Design timer_countdown_chain_flat, sky130hd; sources not shown.
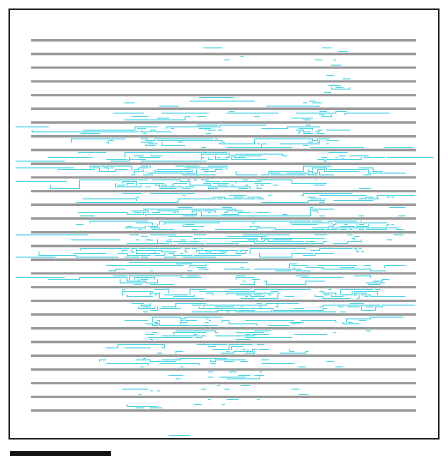
(M1 wires)
The bar under the picture is 20 µm long. Supply wires on this layer in grey.
- main direction: horizontal
- share of all routed wire: 49%
- longest straight run: 29.9 µm
- wire length on this layer: 2490 µm
grt met1 use: 20.2%
Vias: 1647

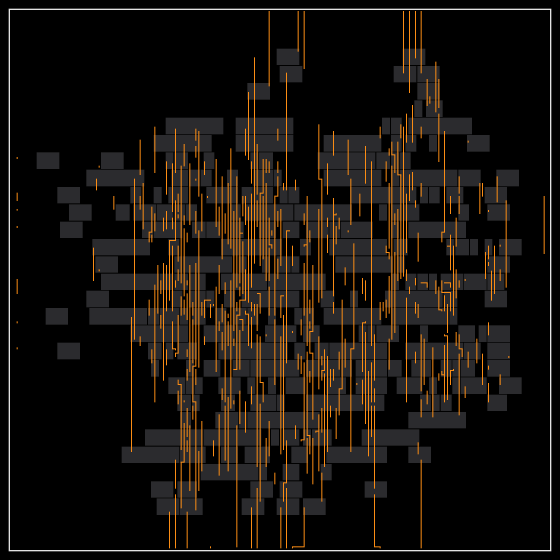
(M2 wires)
Cells faint in the background.
- share of all routed wire: 43%
- wire length on this layer: 2190 µm
WL final: 5.04 mm
met2 Resource Use GR: 21.6%

==> results_slide.txt <==
Physical Implementation Snapshot

Status
  – Status: finished, violations left
  – Failing checks: setup timing

CTS
  – Clock Tree Root: clkbuf_8
  – TritonCTS clock tree: built
  – H-tree levels: 2
  – Clock Sinks: 35
  – TritonCTS buffer count: 5
  – Worst-Skew Late Latency: 290 ps
  – CTS Hold Buffers Added: 0
  – Clock buffer depth: 2
  – Clk pin slew, worst setup/hold paths: 70 ps

Synth
  – Mapped cell area: 1770 µm²
  – Cell Type Count: 41
  – Cell count after synthesis: 196
  – YS chip area: 1770 µm²
  – Registers, synthesis: 35
  – Top cells by area: dfrtp_1, nor2_1, o21ai_0, inv_1, nor4_1
  – Cell type with the largest total area: dfrtp_1
  – Seq/Total Area, Yosys: 49.4%
  – Syn nets: 219
  – Yosys cell count: 196
  – Max-area cell share: 49.4%
  – Synth warn: 0
  – Avg Synthesized Cell Area: 9.05 µm²

Final timing
  – Max Freq: 0.441 GHz
  – Period minus WS final: 2270 ps
  – RSZ-0062 raised after global routing: yes
  – Clock skew: 6.08 ps
  – Relative slew margins: 62.8%
  – Worst slew pin tran: 557 ps
  – Slack of the critical path: -17.7 ps
  – Fin. max-slew vios: 0
  – Setup-failing EPs final: 3
  – Final Hold Fails: 0
  – Setup TNS: -36.8 ps
  – Period utilization: 101%

Placement
  – Placed cell area: 2300 µm²
  – PortBufs: 41
  – Routability cong.: 0.947
  – DP HPWL: 3.65 mm
  – Place WS: -562 ps

GRT
  – Antenna violations before repair: 0
  – Total global-route track usage: 14.5%
  – First-pass GRT wire length: 8.25 mm
  – Pin count of the biggest net entering global routing: 24
  – Overflow after GRT: 0
  – Vias in the first global route: 1643

Critical path
  – Worst path required time: 2460 ps
  – CP Class: reg2reg
  – Crit. End Element: register
  – Critical path peak fanout: 9
  – R2R depth: 6
  – CP Data Arrival Time: 2480 ps
  – R2r setup slk: -20 ps
  – Startpoint type of the worst setup path: register

Floorplan
  – Rows: 27
  – Initial core utilization: 31.6%
  – Die ar.: 7200 µm²
  – Number of placed I/O pins: 42
  – Die Ht: 84.9 µm
  – Total core area: 5610 µm²
  – DIE WIDTH: 84.9 µm

Finish
  – # diodes: 0
  – Most frequent cells in the layout: clkdlybuf4s50_1, dfrtp_1, nor2_1
  – Fillers: 578
  – Fraction of layout cells with a size suffix above 1: 10.5%
  – Synth-to-Final Area Change: 41.2%
  – Top logic cell by instance count in the layout: clkdlybuf4s50_1
  – Nets@finish: 270
  – Final instance area: 2500 µm²

Detailed routing
  – Initial drt markers: 63
  – Post-DR wirelength/cell: 15.7 µm
  – First drt pass iteration count: 4
  – Drt drc: 0
  – Detail Route Antenna Nets: 0
  – Vias/cell: 5.15

Flow run
  – Max_cap viols: 0
  – Tool Warnings: 28

Power and ir drop
  – Leak: 0.999 nW
  – Worst VDD drop: 0.266 mV
  – Pwr per Cell Area: 638 nW/µm²

Min path
  – HP Class: in2async
[worst max-delay path, stage by stage (launching register included)]
cell and delay, ps:
dfrtp_1 380, nand4bb_1 200, buf_6 170, or4_4 450, or4_4 460, or3b_1 360
a31oi_1 180
[cell families after synthesis]
| family | count (synthesis) | synth area share (%) |
|---|---|---|
| xor gates and xnor gates | 3 | 1.48 |
| AOI/OAI and AO/OA | 48 | 16.7 |
| and+or+nand+nor | 82 | 24.8 |
| DFF | 35 | 49.4 |
| buffers and inverters | 24 | 5.15 |
| muxes | 4 | 2.40 |
[power breakdown]
part	leakage (nW)	internal (mW)	switching, mW
Clock	0.0612	0.359	0.234
Sequential	0.423	0.677	0.0701
Combinational	0.515	0.142	0.114
Total	0.999	1.18	0.418
[stage by stage]
step                power (mW)  util, %  hold WS [ps]  instances
floorplan                0.846        -           356        196
global placement         0.987     40.5           521        309
global route              1.67     44.6           342        320
CTS                       1.60     44.3           314        320
finish                    1.60     44.6           290        320
detailed placement       0.995     41.0           526        310
[per-layer routing]
metal  part of all wire (%)  GRT usage [%]  vias to the layer above
met5                      0              0                        -
met4                    1.5           4.32                        0
met3                    5.7           4.47                        7
met2                     43           21.6                       43
met1                     49           20.2                      778
li1                       -              -                      819
[cell type report]
type                            instances  area, µm²  share of cell area, %
Timing Repair Buffer                   46        467                   18.6
Multi-Input combinational cell        137        857                   34.2
Clock inverter                          2       35.0                   1.40
Buffer                                  6       33.8                   1.35
Sequential cell                        35        878                   35.1
Tap cell                               72       90.1                   3.60
Clock buffer                            6       82.6                   3.30
Inverter                               16       60.1                   2.40
[timing repair]
| item | 4_1_cts | 5_1_grt |
|---|---|---|
| resized | 10 | 6 |
| hold endpoints to repair | 0 | 0 |
| endpoints found under the setup margin | 14 | 15 |
| pin swaps | 0 | 4 |
| setup buffers | 3 | 1 |
[synthesized netlist by cell type]
| library cell | instances |
|---|---|
| o22ai_1 | 2 |
| nor2_1 | 23 |
| buf_1 | 1 |
| or4_1 | 2 |
| dfrtp_1 | 35 |
| a21oi_1 | 11 |
| clkbuf_1 | 6 |
| a22oi_1 | 1 |
| or3_1 | 3 |
| xor2_1 | 2 |
| nand4bb_1 | 1 |
| nand3b_1 | 4 |
| nor4_1 | 9 |
| xnor2_1 | 1 |
| o21ai_0 | 15 |
| or3b_1 | 1 |
| inv_1 | 16 |
| a211oi_1 | 2 |
| nor3_1 | 6 |
| o31a_1 | 1 |
| and2b_1 | 1 |
| nor2b_1 | 3 |
| and2_0 | 1 |
| nand3_1 | 5 |
| o41ai_1 | 1 |
| o211ai_1 | 2 |
| o221ai_1 | 2 |
| or4_4 | 2 |
| mux2_2 | 2 |
| o21a_1 | 1 |
| a211o_1 | 1 |
| a41o_1 | 1 |
| nor4b_1 | 2 |
| mux2i_1 | 2 |
| a22o_1 | 1 |
| a221oi_1 | 1 |
| buf_2 | 1 |
| nand4_1 | 4 |
| a31oi_1 | 6 |
| nand2_1 | 13 |
| and3_1 | 2 |
Power is estimated from default activity; no workload was simulated.
